**config.mk**
```make
export PLATFORM = sky130hd
export DESIGN_NAME = flow_key_extractor
export DESIGN_NICKNAME = d
export VERILOG_FILES = /design/src/rtl/flow_key_extractor_pkg.sv /design/src/rtl/flow_key_extractor.sv
export SDC_FILE = /design/constraint.sdc
export NUM_CORES = 1
export LEC_CHECK = 0
export CORE_ASPECT_RATIO = 0.5
export CORE_MARGIN = 10
export CORE_UTILIZATION = 50
export CTS_CLUSTER_SIZE = 8
export DETAILED_ROUTE_END_ITERATION = 10
export PLACE_DENSITY = 0.76
export SLEW_MARGIN = 20
export SYNTH_ARGS = -nofsm -noshare
export SYNTH_HDL_FRONTEND = slang
export SYNTH_SLANG_ARGS = --single-unit
export TNS_END_PERCENT = 50
```
**constraint.sdc**
```tcl
create_clock -name clk -period 5.1 [get_ports clk]
set_input_delay 1.275 -clock clk [delete_from_list [all_inputs] [get_ports clk]]
set_output_delay 1.275 -clock clk [all_outputs]
set_load 0.05 [all_outputs]
```
**src/rtl/flow_key_extractor_pkg.sv**
```systemverilog
// Shared definitions for the flow key extractor and the downstream matcher:
// the I/O module header ctrl code, the flow key field layout, the FSM state
// encoding and a helper that packs the key fields into the key bus.
package flow_key_extractor_pkg;

    // Ctrl value tagging the I/O queue module header word
    localparam logic [7:0]  IO_QUEUE_STAGE_NUM = 8'hFF;

    // Ethertype announcing an 802.1Q tag
    localparam logic [15:0] ETHERTYPE_VLAN     = 16'h8100;

    // Key field widths
    localparam int KEY_SHORT_W  = 1;
    localparam int KEY_INPORT_W = 16;
    localparam int KEY_MAC_W    = 48;
    localparam int KEY_ETYPE_W  = 16;
    localparam int KEY_VLAN_W   = 12;
    localparam int KEY_TOTAL_W  = KEY_SHORT_W + KEY_INPORT_W + 2 * KEY_MAC_W
                                + KEY_ETYPE_W + KEY_VLAN_W;

    // Key field positions (LSB of each field)
    localparam int KEY_VLAN_POS   = 0;
    localparam int KEY_ETYPE_POS  = KEY_VLAN_POS   + KEY_VLAN_W;
    localparam int KEY_SMAC_POS   = KEY_ETYPE_POS  + KEY_ETYPE_W;
    localparam int KEY_DMAC_POS   = KEY_SMAC_POS   + KEY_MAC_W;
    localparam int KEY_INPORT_POS = KEY_DMAC_POS   + KEY_MAC_W;
    localparam int KEY_SHORT_POS  = KEY_INPORT_POS + KEY_INPORT_W;

    // Parser states
    typedef enum logic [1:0] {
        MOD_HDRS = 2'd0,
        WORD1    = 2'd1,
        WORD2    = 2'd2,
        WAIT_EOP = 2'd3
    } fke_state_e;

    // Pack individual fields into the key bus layout
    function automatic logic [KEY_TOTAL_W-1:0] build_key(
        input logic                    short_pkt,
        input logic [KEY_INPORT_W-1:0] in_port,
        input logic [KEY_MAC_W-1:0]    dmac,
        input logic [KEY_MAC_W-1:0]    smac,
        input logic [KEY_ETYPE_W-1:0]  etype,
        input logic [KEY_VLAN_W-1:0]   vlan_id
    );
        logic [KEY_TOTAL_W-1:0] key;
        key                                    = '0;
        key[KEY_SHORT_POS]                     = short_pkt;
        key[KEY_INPORT_POS +: KEY_INPORT_W]    = in_port;
        key[KEY_DMAC_POS   +: KEY_MAC_W]       = dmac;
        key[KEY_SMAC_POS   +: KEY_MAC_W]       = smac;
        key[KEY_ETYPE_POS  +: KEY_ETYPE_W]     = etype;
        key[KEY_VLAN_POS   +: KEY_VLAN_W]      = vlan_id;
        return key;
    endfunction

endpackage

```
**src/rtl/flow_key_extractor.sv**
```systemverilog
// Flow key extractor: forwards the 64-bit packet stream with one cycle of
// latency and, in parallel, parses input port, MACs, ethertype and VLAN ID
// into a flow key. Exactly one key_valid pulse is produced per packet, in the
// same cycle the key-completing word leaves on out_wr.
module flow_key_extractor
    import flow_key_extractor_pkg::*;
#(
    parameter int DATA_WIDTH = 64,
    parameter int CTRL_WIDTH = DATA_WIDTH / 8,
    parameter int KEY_WIDTH  = KEY_TOTAL_W
) (
    input  logic                  clk,
    input  logic                  reset_n,
    input  logic [DATA_WIDTH-1:0] in_data,
    input  logic [CTRL_WIDTH-1:0] in_ctrl,
    input  logic                  in_wr,
    output logic                  in_rdy,
    output logic [DATA_WIDTH-1:0] out_data,
    output logic [CTRL_WIDTH-1:0] out_ctrl,
    output logic                  out_wr,
    input  logic                  out_rdy,
    output logic [KEY_WIDTH-1:0]  key_data,
    output logic                  key_valid,
    input  logic                  key_nearly_full
);

    // Passthrough registers
    logic [DATA_WIDTH-1:0]   out_data_r;
    logic [CTRL_WIDTH-1:0]   out_ctrl_r;
    logic                    out_wr_r;

    // Key output registers
    logic [KEY_WIDTH-1:0]    key_data_r;
    logic                    key_valid_r;

    // Parser state and per-packet shadow fields
    fke_state_e              state_r;
    logic [KEY_INPORT_W-1:0] in_port_r;
    logic [KEY_MAC_W-1:0]    dmac_r;
    logic [15:0]             smac_hi_r;
    logic [31:0]             smac_lo_r;
    logic [KEY_VLAN_W-1:0]   vlan_r;

    // Decoded views of the incoming word
    logic                    accept_s;
    logic                    eop_s;
    logic                    io_hdr_s;
    logic [KEY_ETYPE_W-1:0]  word1_etype_s;
    logic                    word1_is_vlan_s;
    logic [KEY_VLAN_W-1:0]   word1_vid_s;

    // A stalled matcher queue or downstream stalls the input immediately
    assign in_rdy          = out_rdy & ~key_nearly_full;
    assign accept_s        = in_wr & in_rdy;

    // Any nonzero ctrl after the header phase marks the last word of a packet
    assign eop_s           = (in_ctrl != {CTRL_WIDTH{1'b0}});
    assign io_hdr_s        = (in_ctrl == IO_QUEUE_STAGE_NUM);

    // Word1 fields; the VLAN ID is only meaningful behind an 802.1Q ethertype
    assign word1_etype_s   = in_data[31:16];
    assign word1_is_vlan_s = (word1_etype_s == ETHERTYPE_VLAN);
    assign word1_vid_s     = word1_is_vlan_s ? in_data[11:0] : {KEY_VLAN_W{1'b0}};

    // Passthrough: register every accepted word unchanged, flag it on out_wr
    always_ff @(posedge clk or negedge reset_n) begin
        if (!reset_n) begin
            out_data_r <= {DATA_WIDTH{1'b0}};
            out_ctrl_r <= {CTRL_WIDTH{1'b0}};
            out_wr_r   <= 1'b0;
        end else begin
            out_wr_r <= accept_s;
            if (accept_s) begin
                out_data_r <= in_data;
                out_ctrl_r <= in_ctrl;
            end else begin
                out_data_r <= out_data_r;
                out_ctrl_r <= out_ctrl_r;
            end
        end
    end

    // Header parser FSM: accumulates shadow fields and fires one key per packet.
    // The shadow is cleared whenever a key is emitted so the next packet starts
    // from zero (e.g. in_port stays 0 when no I/O header precedes it).
    always_ff @(posedge clk or negedge reset_n) begin
        if (!reset_n) begin
            state_r     <= MOD_HDRS;
            in_port_r   <= {KEY_INPORT_W{1'b0}};
            dmac_r      <= {KEY_MAC_W{1'b0}};
            smac_hi_r   <= 16'h0000;
            smac_lo_r   <= 32'h0000_0000;
            vlan_r      <= {KEY_VLAN_W{1'b0}};
            key_data_r  <= {KEY_WIDTH{1'b0}};
            key_valid_r <= 1'b0;
        end else begin
            key_valid_r <= 1'b0;
            if (accept_s) begin
                case (state_r)
                    MOD_HDRS: begin
                        if (io_hdr_s) begin
                            in_port_r <= in_data[31:16];
                        end else if (!eop_s) begin
                            dmac_r    <= in_data[63:16];
                            smac_hi_r <= in_data[15:0];
                            state_r   <= WORD1;
                        end else begin
                            // Other module headers carry nothing for the key
                            state_r   <= MOD_HDRS;
                        end
                    end
                    WORD1: begin
                        if (eop_s || !word1_is_vlan_s) begin
                            // Key completes here: either untagged, or the packet
                            // ends in word1 and is flagged short
                            key_data_r  <= build_key(eop_s, in_port_r, dmac_r,
                                                     {smac_hi_r, in_data[63:32]},
                                                     word1_etype_s, word1_vid_s);
                            key_valid_r <= 1'b1;
                            in_port_r   <= {KEY_INPORT_W{1'b0}};
                            dmac_r      <= {KEY_MAC_W{1'b0}};
                            smac_hi_r   <= 16'h0000;
                            smac_lo_r   <= 32'h0000_0000;
                            vlan_r      <= {KEY_VLAN_W{1'b0}};
                            state_r     <= eop_s ? MOD_HDRS : WAIT_EOP;
                        end else begin
                            smac_lo_r   <= in_data[63:32];
                            vlan_r      <= in_data[11:0];
                            state_r     <= WORD2;
                        end
                    end
                    WORD2: begin
                        // Inner ethertype completes a tagged key; EOP here is short
                        key_data_r  <= build_key(eop_s, in_port_r, dmac_r,
                                                 {smac_hi_r, smac_lo_r},
                                                 in_data[63:48], vlan_r);
                        key_valid_r <= 1'b1;
                        in_port_r   <= {KEY_INPORT_W{1'b0}};
                        dmac_r      <= {KEY_MAC_W{1'b0}};
                        smac_hi_r   <= 16'h0000;
                        smac_lo_r   <= 32'h0000_0000;
                        vlan_r      <= {KEY_VLAN_W{1'b0}};
                        state_r     <= eop_s ? MOD_HDRS : WAIT_EOP;
                    end
                    WAIT_EOP: begin
                        if (eop_s) begin
                            state_r <= MOD_HDRS;
                        end else begin
                            state_r <= WAIT_EOP;
                        end
                    end
                    default: begin
                        state_r <= MOD_HDRS;
                    end
                endcase
            end else begin
                state_r <= state_r;
            end
        end
    end

    assign out_data  = out_data_r;
    assign out_ctrl  = out_ctrl_r;
    assign out_wr    = out_wr_r;
    assign key_data  = key_data_r;
    assign key_valid = key_valid_r;

endmodule

```
Fig. 1: run 1, PDN straps and rails
Bar = 100 um. Pins as bars on the die edge.
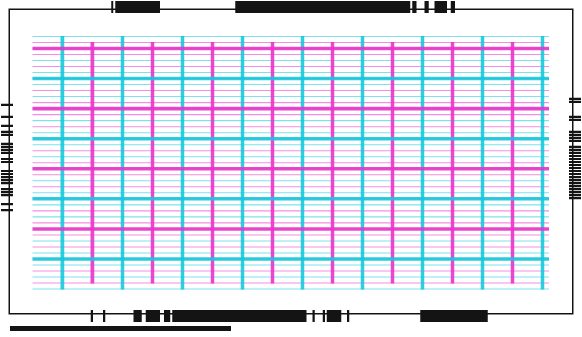
| net | colour |
|---|---|
| VDD | magenta |
| VSS | cyan |
signal pins: 293
met5 straps: 8
rows: 42
met1 rails: 43

Fig. 2: run 1, cell classes on the final placement
Bar = 100 um.
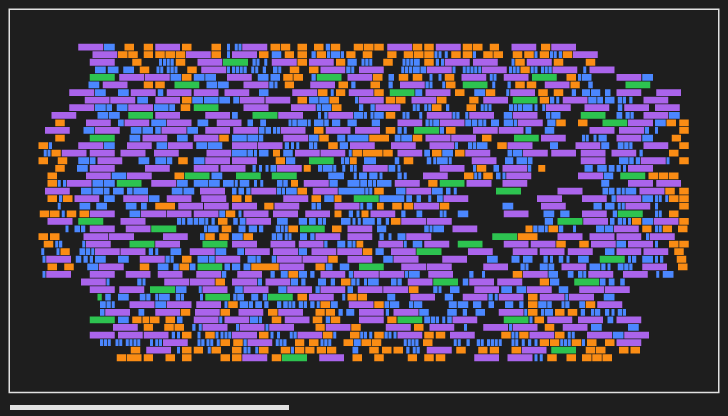
| class | colour | cells | share of their area |
|---|---|---|---|
| sequential cells | purple | 341 | 48% |
| combinational and other logic | blue | 772 | 27% |
| clock drivers and dummy loads | green | 50 | 6.9% |
| remaining buffers and delay cells | orange | 310 | 18% |

Fig. 3: run 1, clock wires, drivers and flops
Bar = 100 um.
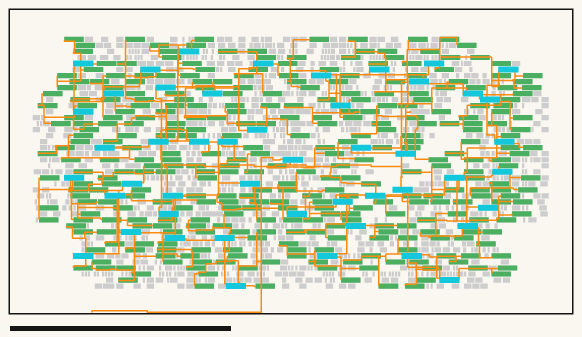
[flip-flops] green | count: 341
[clock wires] orange | length: 4,360 um
[clock drivers] cyan | count: 48
flops lie: all over the die
routed clock nets: 49

Fig. 4: run 1, wiring by layer
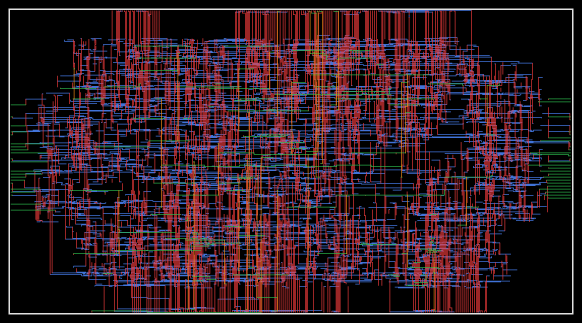
| layer | colour | wire length |
|---|---|---|
| metal 2 | red | 20.6 mm |
| metal 1 | blue | 16,400 um |
| metal 4 | orange | 1,330 um |
| metal 3 | green | 1,970 um |

==> results_slide.txt, run 1 <==
Key Metrics from the Run

Route
  – Final wirelength: 40,250 um
  – Detail Route Antenna Nets: 0
  – DR WL/cell: 22.06 um
  – First-pass DRT Iterations: 8

Pwr
  – PwrDens: 364.8 mW/mm2
  – Sequential Power: 2.93 mW
  – Lkg Pwr: between 8 and 9 nW
  – Pwr Total: 6.625 mW

Clock network
  – Num CTS Buffers: 48
  – Clock Sinks: between 300 and 400

Final timing
  – Clock skew: 0.01049 ns
  – Fmax: approximately 0.25 GHz
  – Min cycle time layout: 3.974 ns
  – Setup TNS: 0 ns
  – RSZ-0062 raised after global routing: no
  – Final period util: 0.7791
  – Min Hold Slack: 0.4712 ns

Floorplan
  – Rows: 42
  – Chip width: between 200 and 300 um

Status
  – Status: finished, final reports clean

Flow run
  – Tool warning count: 35

Cells and area
  – Share of post-route cells with drive strength above 1: 0.1263
  – Clock-cell share of area: 0.06781
  – MI comb cells: 767
  – Final std cells w/o fill: about 1,800
  – Sequential cell area share: 0.4700

Critical path
  – CP max stage delay: 0.81 ns
  – Crit end category: output port
  – Crit-path cells: clkdlybuf4s50_1, nor2b_1, clkdlybuf4s50_1
  – Reg-to-reg startpoint: state_r[0]
  – Critical path launch point type: primary input
  – Setup crit start: out_rdy

Logic synthesis
  – Main flop type after synthesis: dfrtp_1
  – Largest logic family: simple AND/OR/NAND/NOR gates
  – Number of enable flip-flop cells: 0
  – Register share after synthesis: 0.6225
  – Synth Area in XOR/XNOR: 0

Placed design
  – Pre-CTS WS: 0.8435 ns
  – Placed insts: 1,774

Global route
  – Vias in the first global route: 10,300
  – Antenna violations before repair: 0
  – GRT Max-Usage Layer: met2
Fig. 5: run 1, track usage over the die
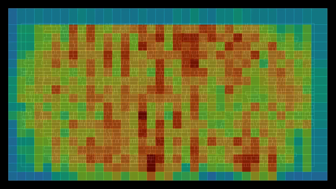

==> run 1 -> run 2 <==
- clock period: 5.1 -> 3.8 ns (I/O delays scaled with it)
Fig. 6: run 2, track usage over the die
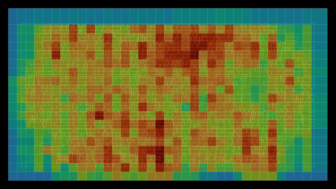
Util after Layout: 0.6892
DR WL/cell: 22.10 um
All-Layer GR Usage: 0.2355
GR met2 Demand/Resource: 0.4141

==> results_slide.txt, run 2 <==
Key Metrics from the Run

Global route
  – Antenna violations before repair: 0 (unchanged)
  – GRT Max-Usage Layer: met2

Logic synthesis
  – Number of enable flip-flop cells: 0 (unchanged)
  – Register share after synthesis: 0.6225 (unchanged)
  – Synth Area in XOR/XNOR: 0 (unchanged)

Cells and area
  – Clock-cell share of area: 0.06787 (about the same)
  – Share of post-route cells with drive strength above 1: 0.1414 (+0.01515)

Final timing
  – Final period util: 0.8757
  – RSZ-0062 raised after global routing: no
  – Min Hold Slack: 0.4412 ns (-0.02997 ns)

Critical path
  – Setup crit start: out_rdy
  – Critical path launch point type: primary input
  – Reg-to-reg startpoint: state_r[0]
  – CP max stage delay: 0.82 ns (about the same)

Status
  – Status: finished, final reports clean

Route
  – Detail Route Antenna Nets: 0 (unchanged)

Placed design
  – Pre-CTS WS: 0.2152 ns (-0.6283 ns)
  – Placed insts: 1,799 (+1.4%)

Floorplan
  – Chip width: 254.2 um (unchanged)

Pwr
  – Lkg Pwr: 8.662 nW (+1.6%)
  – Pwr Total: 8.935 mW (+35%)

Clock network
  – Num CTS Buffers: 48 (unchanged)
  – Clock Sinks: 341 (unchanged)
Fig. 7: run 2, wiring by layer
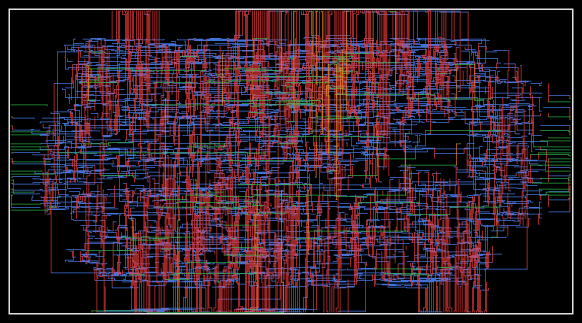
| layer | colour | wire length |
|---|---|---|
| metal 2 | red | 20.8 mm |
| metal 1 | blue | 16,800 um |
| metal 4 | orange | 1,010 um |
| metal 3 | green | 2,240 um |

Power and IR drop assume default switching activity.
